===== src/rtl/merge_pkg.sv =====
// Shared types for the merge_sched frame accumulator scheduler.
package merge_pkg;

  localparam int MERGE_DATA_W = 16;

  typedef enum logic [1:0] {
    IDLE  = 2'd0,
    ACCUM = 2'd1,
    OUT   = 2'd2
  } merge_state_e;

endpackage


===== src/rtl/merge_rr_arb.sv =====
// Combinational round-robin picker: first requester above i_last_grant, wrapping.
module merge_rr_arb
  import merge_pkg::*;
#(
  parameter int N_REQ = 4,
  localparam int ID_W = $clog2(N_REQ)
) (
  input  logic [N_REQ-1:0] i_req,
  input  logic [ID_W-1:0]  i_last_grant,
  output logic             o_any_req,
  output logic [ID_W-1:0]  o_grant
);

  logic [ID_W-1:0] idx;

  always_comb begin
    o_any_req = |i_req;
    o_grant   = i_last_grant;
    idx       = '0;
    // Scan from farthest to nearest so the nearest requester wins.
    for (int i = N_REQ; i >= 1; i--) begin
      idx = ID_W'((int'(i_last_grant) + i) % N_REQ);
      if (i_req[idx]) o_grant = idx;
    end
  end

endmodule


===== src/rtl/merge_sched.sv =====
// Shares one accumulator across N_REQ frame producers, granting round-robin.
// Define MERGE_SAT_EN for a saturating accumulator and the o_sum_sat output.
module merge_sched
  import merge_pkg::*;
#(
  parameter int N_REQ     = 4,
  parameter int DATA_W    = MERGE_DATA_W,
  parameter int FRAME_LEN = 8,
  localparam int ID_W     = $clog2(N_REQ),
  localparam int CNT_W    = $clog2(FRAME_LEN + 1)
) (
  input  logic                    i_clk,
  input  logic                    i_rst_n,
  input  logic [N_REQ-1:0]        i_req_valid,
  input  logic [N_REQ*DATA_W-1:0] i_req_data,
  output logic [N_REQ-1:0]        o_req_ready,
  output logic [ID_W-1:0]         o_grant_id,
  output logic                    o_busy,
  output logic                    o_sum_valid,
  output logic [DATA_W-1:0]       o_sum_data,
  output logic [ID_W-1:0]         o_sum_id,
`ifdef MERGE_SAT_EN
  output logic                    o_sum_sat,
`endif
  input  logic                    i_sum_ready
);

  merge_state_e      state_q, state_d;
  logic [DATA_W-1:0] acc_q, acc_d;
  logic [CNT_W-1:0]  cnt_q, cnt_d;
  logic [ID_W-1:0]   grant_q, grant_d;
  logic [ID_W-1:0]   last_q, last_d;
  logic              any_req;
  logic [ID_W-1:0]   arb_grant;
  logic [DATA_W-1:0] beat_data;
  logic [DATA_W-1:0] acc_next;
`ifdef MERGE_SAT_EN
  logic              sat_q, sat_d;
  logic [DATA_W:0]   sum_ext;
  logic              ovf;
`endif

  merge_rr_arb #(.N_REQ(N_REQ)) u_arb (
    .i_req        (i_req_valid),
    .i_last_grant (last_q),
    .o_any_req    (any_req),
    .o_grant      (arb_grant)
  );

  assign beat_data = i_req_data[int'(grant_q)*DATA_W +: DATA_W];

`ifdef MERGE_SAT_EN
  assign sum_ext  = {1'b0, acc_q} + {1'b0, beat_data};
  assign ovf      = sum_ext[DATA_W];
  assign acc_next = ovf ? {DATA_W{1'b1}} : sum_ext[DATA_W-1:0];
`else
  assign acc_next = acc_q + beat_data;
`endif

  always_comb begin
    state_d     = state_q;
    acc_d       = acc_q;
    cnt_d       = cnt_q;
    grant_d     = grant_q;
    last_d      = last_q;
    o_req_ready = '0;
    o_sum_valid = 1'b0;
`ifdef MERGE_SAT_EN
    sat_d       = sat_q;
`endif
    case (state_q)
      IDLE: begin
        acc_d = '0;
        cnt_d = '0;
`ifdef MERGE_SAT_EN
        sat_d = 1'b0;
`endif
        if (any_req) begin
          grant_d = arb_grant;
          state_d = ACCUM;
        end
      end
      ACCUM: begin
        o_req_ready[grant_q] = 1'b1;
        if (i_req_valid[grant_q]) begin
          acc_d = acc_next;
          cnt_d = cnt_q + CNT_W'(1);
`ifdef MERGE_SAT_EN
          sat_d = sat_q | ovf;
`endif
          if (cnt_q == CNT_W'(FRAME_LEN - 1)) state_d = OUT;
        end
      end
      OUT: begin
        o_sum_valid = 1'b1;
        if (i_sum_ready) begin
          last_d  = grant_q;
          acc_d   = '0;
          cnt_d   = '0;
`ifdef MERGE_SAT_EN
          sat_d   = 1'b0;
`endif
          state_d = IDLE;
        end
      end
      default: state_d = IDLE;
    endcase
  end

  always_ff @(posedge i_clk or negedge i_rst_n) begin
    if (!i_rst_n) begin
      state_q <= IDLE;
      acc_q   <= '0;
      cnt_q   <= '0;
      grant_q <= '0;
      last_q  <= ID_W'(N_REQ - 1);
`ifdef MERGE_SAT_EN
      sat_q   <= 1'b0;
`endif
    end else begin
      state_q <= state_d;
      acc_q   <= acc_d;
      cnt_q   <= cnt_d;
      grant_q <= grant_d;
      last_q  <= last_d;
`ifdef MERGE_SAT_EN
      sat_q   <= sat_d;
`endif
    end
  end

  assign o_grant_id = grant_q;
  assign o_sum_id   = grant_q;
  assign o_sum_data = acc_q;
  assign o_busy     = (state_q != IDLE);
`ifdef MERGE_SAT_EN
  assign o_sum_sat  = sat_q & (state_q == OUT);
`endif

endmodule

===== config.mk =====
export PLATFORM = sky130hd
export DESIGN_NAME = merge_sched
export DESIGN_NICKNAME = d
export VERILOG_FILES = /design/src/rtl/merge_pkg.sv /design/src/rtl/merge_rr_arb.sv /design/src/rtl/merge_sched.sv
export SDC_FILE = /design/constraint.sdc
export NUM_CORES = 1
export LEC_CHECK = 0
export ABC_AREA = 0
export CAP_MARGIN = 20
export CORE_AREA = 5 5 74 76
export DETAILED_ROUTE_END_ITERATION = 8
export DIE_AREA = 0 0 79 81
export DONT_BUFFER_PORTS = 1
export PLACE_DENSITY = 0.68
export SYNTH_ARGS = -nofsm -noshare
export SYNTH_HDL_FRONTEND = slang
export SYNTH_SLANG_ARGS = --single-unit

===== constraint.sdc =====
create_clock -name i_clk -period 2.8 [get_ports i_clk]
set_input_delay 0.56 -clock i_clk [delete_from_list [all_inputs] [get_ports i_clk]]
set_output_delay 0.56 -clock i_clk [all_outputs]
set_load 0.02 [all_outputs]

==> CHANGELOG.md <==
### Implementation results

* Yosys warning count at 0
* Clock share of power at 0.060
* Fin worst setup slack at 146 ps
* Syn avg cell area at 9.67 µm²
* GRT met2 Usage at 0.282
* Top Consumer: combinational cells
* Grt met3 use at 0.0488
* Crit-path max cell delay at 540 ps
* Non-clock inverter count at 7
* Worst Setup Path Type: reg -> reg
* Final cell count without fillers at 302
* Slowest stage cell, crit path: mux4_2
* R2r endpoint: o_sum_data[13]$_DFFE_PN0P_
* Synth Seq Share at 0.290
* Vias per inst at 6.23
* Routed Antenna Nets at 0
* Largest net degree at the start of global routing at 25
* Top sig layer: met5
* Layout cells sized above 1 at 0.230
* Setup_tns at 0 ps
* Yosys stat area at 2250 µm²
* Multi-input gate area at 1560 µm²
* Clock net sink count at 26
* Flip-flop and latch area at 654 µm²
* Num ports at 97
* Bufs w/o clock at 23
* Simple share at 0.132
* Top cell excl fill/tap: nand2_1
* Seq pwr at 0.000891 W
* PortBufs at 0
* Net total in the final layout at 337
* RSZ-0062 raised after global routing: false
* Synthesized area at 2250 µm²
* Wire per inst at 19.3 µm
* Leakage power total at 1.09 nW
* F_max at 377 MHz
* Tightest Pin Transition at 517 ps
* Worst Path Max Fanout at 8
* CP Cell Sequence: buf_12 > mux4_2 > ha_1 > a211o_1 > a21boi_1 > o211ai_1 > a21oi_1 > xor2_1 > o21ai_0
* Final Cycle Share at 0.948
* Tapcell count at 54
* Number of global-route vias before repair at 1,755
* Clk cell area share at 0.0214
* Reg2reg start: o_grant_id[0]$_DFFE_PN0P_
* Comb pwr share at 0.730
* Most common logic cells in the final layout: nand2_1 (28), o21ai_0 (26), dfrtp_1 (23), buf_4 (20), mux4_2 (17)
* Top cells by area, synth: dfrtp_1 (27%), mux4_2 (17%), ha_1 (8.9%)
* Mapped Nets at 321
* GR Util All Layers at 0.174
* Largest cell class: multi-input combinational cells
* Starting density of the core at 0.483
* Congestion Overflow GR at 0
* Worst path required time at 2960 ps
* Flop pwr share at 0.210
* Design internal power at 0.00221 W
* Vias at 1,880
* Synthesized flop and latch total at 26
* Worst reg-to-reg path cell count at 9
* Comb. pwr at 0.00310 W
* DRT met1 WL at 2430 µm
* Non-clk buf share at 0.0816
* Hold WS at 81.6 ps
* Hold Path Class: in -> async
* Setup Viol. Count Final at 0
* Fill count at 407
* Total Wirelength at 5820 µm
* DRC viols at 0
* Clk buf depth at 2
* # Cells Yosys at 233
* Main logic family after synthesis: AND-OR/OR-AND gates
* Area delta synth->final at 14.3%
* Synth top area share at 0.267
* Post-synth top area cell: dfrtp_1
* Wire length on met2 at 2990 µm
* Die area at 6400 µm²
* Placed cell area at 2420 µm²
* Comb_multi_in at 188
* Die Height at 81 µm
* Post-synthesis cell count at 233
* Crit start category: flop
* Maxcap violations at 0
* Logic share of the area at 0.607
* Row count at 25
* Pins Over Slew Limit at 0
* PD cells at 1650 nW/µm²
* Die x size at 79 µm
* Period minus WS final at 2650 ps
* DRT Pass-1 Iters at 5
* Fin. Hold Viols at 0
* Global Route met1 Usage at 0.240
* Post-synth mux share at 0.184
* Final Power at 0.00424 W
* Clk slew on worst S/H paths at 100 ps
* DR iter-0 viols at 118
* Worst-Skew Late Latency at 280 ps
* CP startpoint: o_grant_id[0]$_DFFE_PN0P_
* Worst setup EP type: flop
* Root buf cell: clkbuf_8
* CP Capture Point: o_sum_data[13]$_DFFE_PN0P_
* GPL Wtd Cong at 0.812
* Cell Type Count at 45
* Worst reg2reg setup slack at 150 ps
* Tool warnings at 26
* Htree depth at 1
* CP arrival at 2810 ps
* Initial antenna violation count at 2
* Setup Buffers After CTS at 1
* Worst vdd ir at 726 µV
* Status: finished clean
* Post-DP HPWL at 4460 µm
* Post-CTS Resized at 0
==> how the worst min path moves through the flow <==
stage / startpoint / end / slack, ps / depth (start not counted)
detailed placement: i_rst_n / o_sum_data[14]$_DFFE_PN0P_ / 270 / 0
global placement: i_rst_n / o_sum_data[14]$_DFFE_PN0P_ / 270 / 0
global route: i_rst_n / o_sum_data[14]$_DFFE_PN0P_ / 80 / 1
finish: i_rst_n / o_sum_data[14]$_DFFE_PN0P_ / 80 / 1
CTS: i_rst_n / o_sum_data[14]$_DFFE_PN0P_ / 80 / 1
floorplan: i_rst_n / cnt_q[0]$_DFFE_PN0P_ / 260 / 0
==> state kept, by name, indices dropped and copies added, names as in the netlist <==
name        flops
o_grant_id      2
state_q         2
cnt_q           4
last_q          2
o_sum_data     16
==> worst max-delay path, delay by kind of cell (launching register included) <==
kind	cells	cell delay (ps)
fa+ha+maj	1	320
mux	1	540
compound gates	5	930
buf+inv	1	150
flops	1	420
xor+xnor	1	170
==> cell usage after synthesis <==
library cell / number
a2111oi_2: 1
nor3_1: 4
xnor2_1: 7
ha_1: 16
buf_1: 2
a211oi_1: 1
o21ai_1: 2
o211ai_1: 2
nand4_1: 3
o21a_1: 2
a21oi_1: 17
dfrtp_1: 24
or4_1: 2
clkbuf_1: 4
inv_1: 7
nand3b_1: 2
o21ai_0: 26
o211a_1: 1
buf_6: 1
o22ai_1: 1
nor2b_1: 1
a22o_1: 4
and3_1: 3
nand2_1: 28
mux2i_1: 1
xor2_1: 7
mux2_2: 2
a31oi_1: 4
fa_1: 1
and4_1: 2
a21boi_0: 2
nor2_1: 11
nand3_1: 4
a22oi_1: 1
mux4_2: 17
buf_4: 2
a311oi_1: 1
and2_1: 1
o31ai_1: 3
nand2_2: 1
buf_2: 3
a211o_1: 1
dfstp_2: 2
a21o_1: 5
nor3b_1: 1
Figure 1. Power grid.
The bar under the picture is 20 µm long. Pins as bars on the die edge.
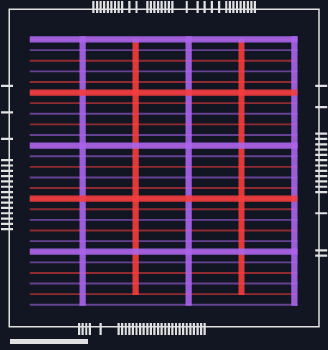
net	color
VDD	red
VSS	purple
met5 straps	5
rows	25
signal pins	97

Figure 2. Cells colored by class.
Fill, decap, tap and diode cells in gray.
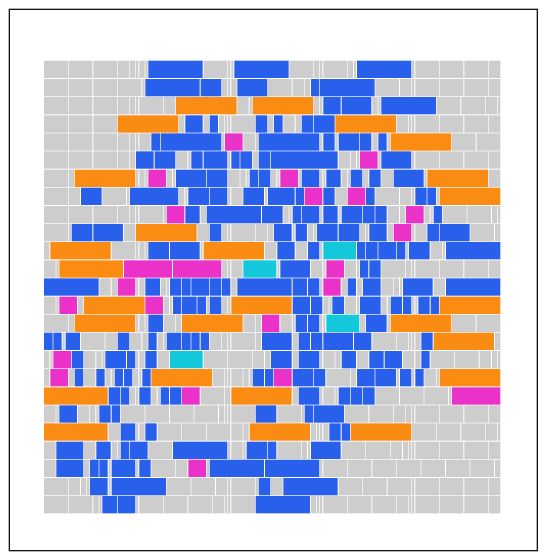
class	color	cells	share of their area
registers	orange	26	26%
clock drivers and dummy loads	cyan	4	2.2%
remaining logic cells	blue	195	63%
remaining buffers and delay cells	magenta	23	8.4%
Layout Utilization: 0.553
Finished Cell Area: 2580 µm²
flop share of the area: 0.254
core area: 4660 µm²

Figure 3. Clock network drawn from the DEF.
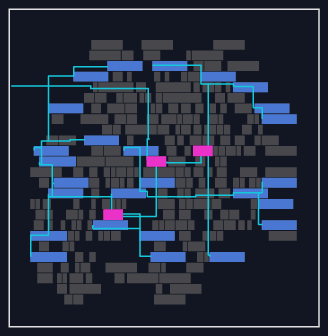
[flip-flops] blue | count: 26
[clock-net drivers] magenta | count: 3
[clock wires] cyan | length: 388 µm
routed clock nets	4

Figure 4. Signal wires by layer.
The bar under the picture is 20 µm long. Only two layers are drawn.
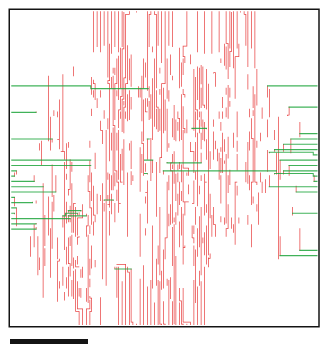
layer	color	wire length
M2	red	2,990 µm
M3	green	356 µm

Figure 5. Clock nets.
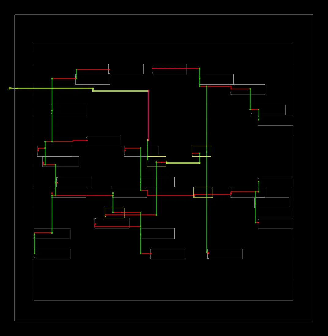
clkbuf count: 4
Seq Cell Count: 26
Final Skew: 3.85 ps
clock-net power: 0.000253 W
CTS buffer count: 3

Power is estimated from default activity; no workload was simulated.
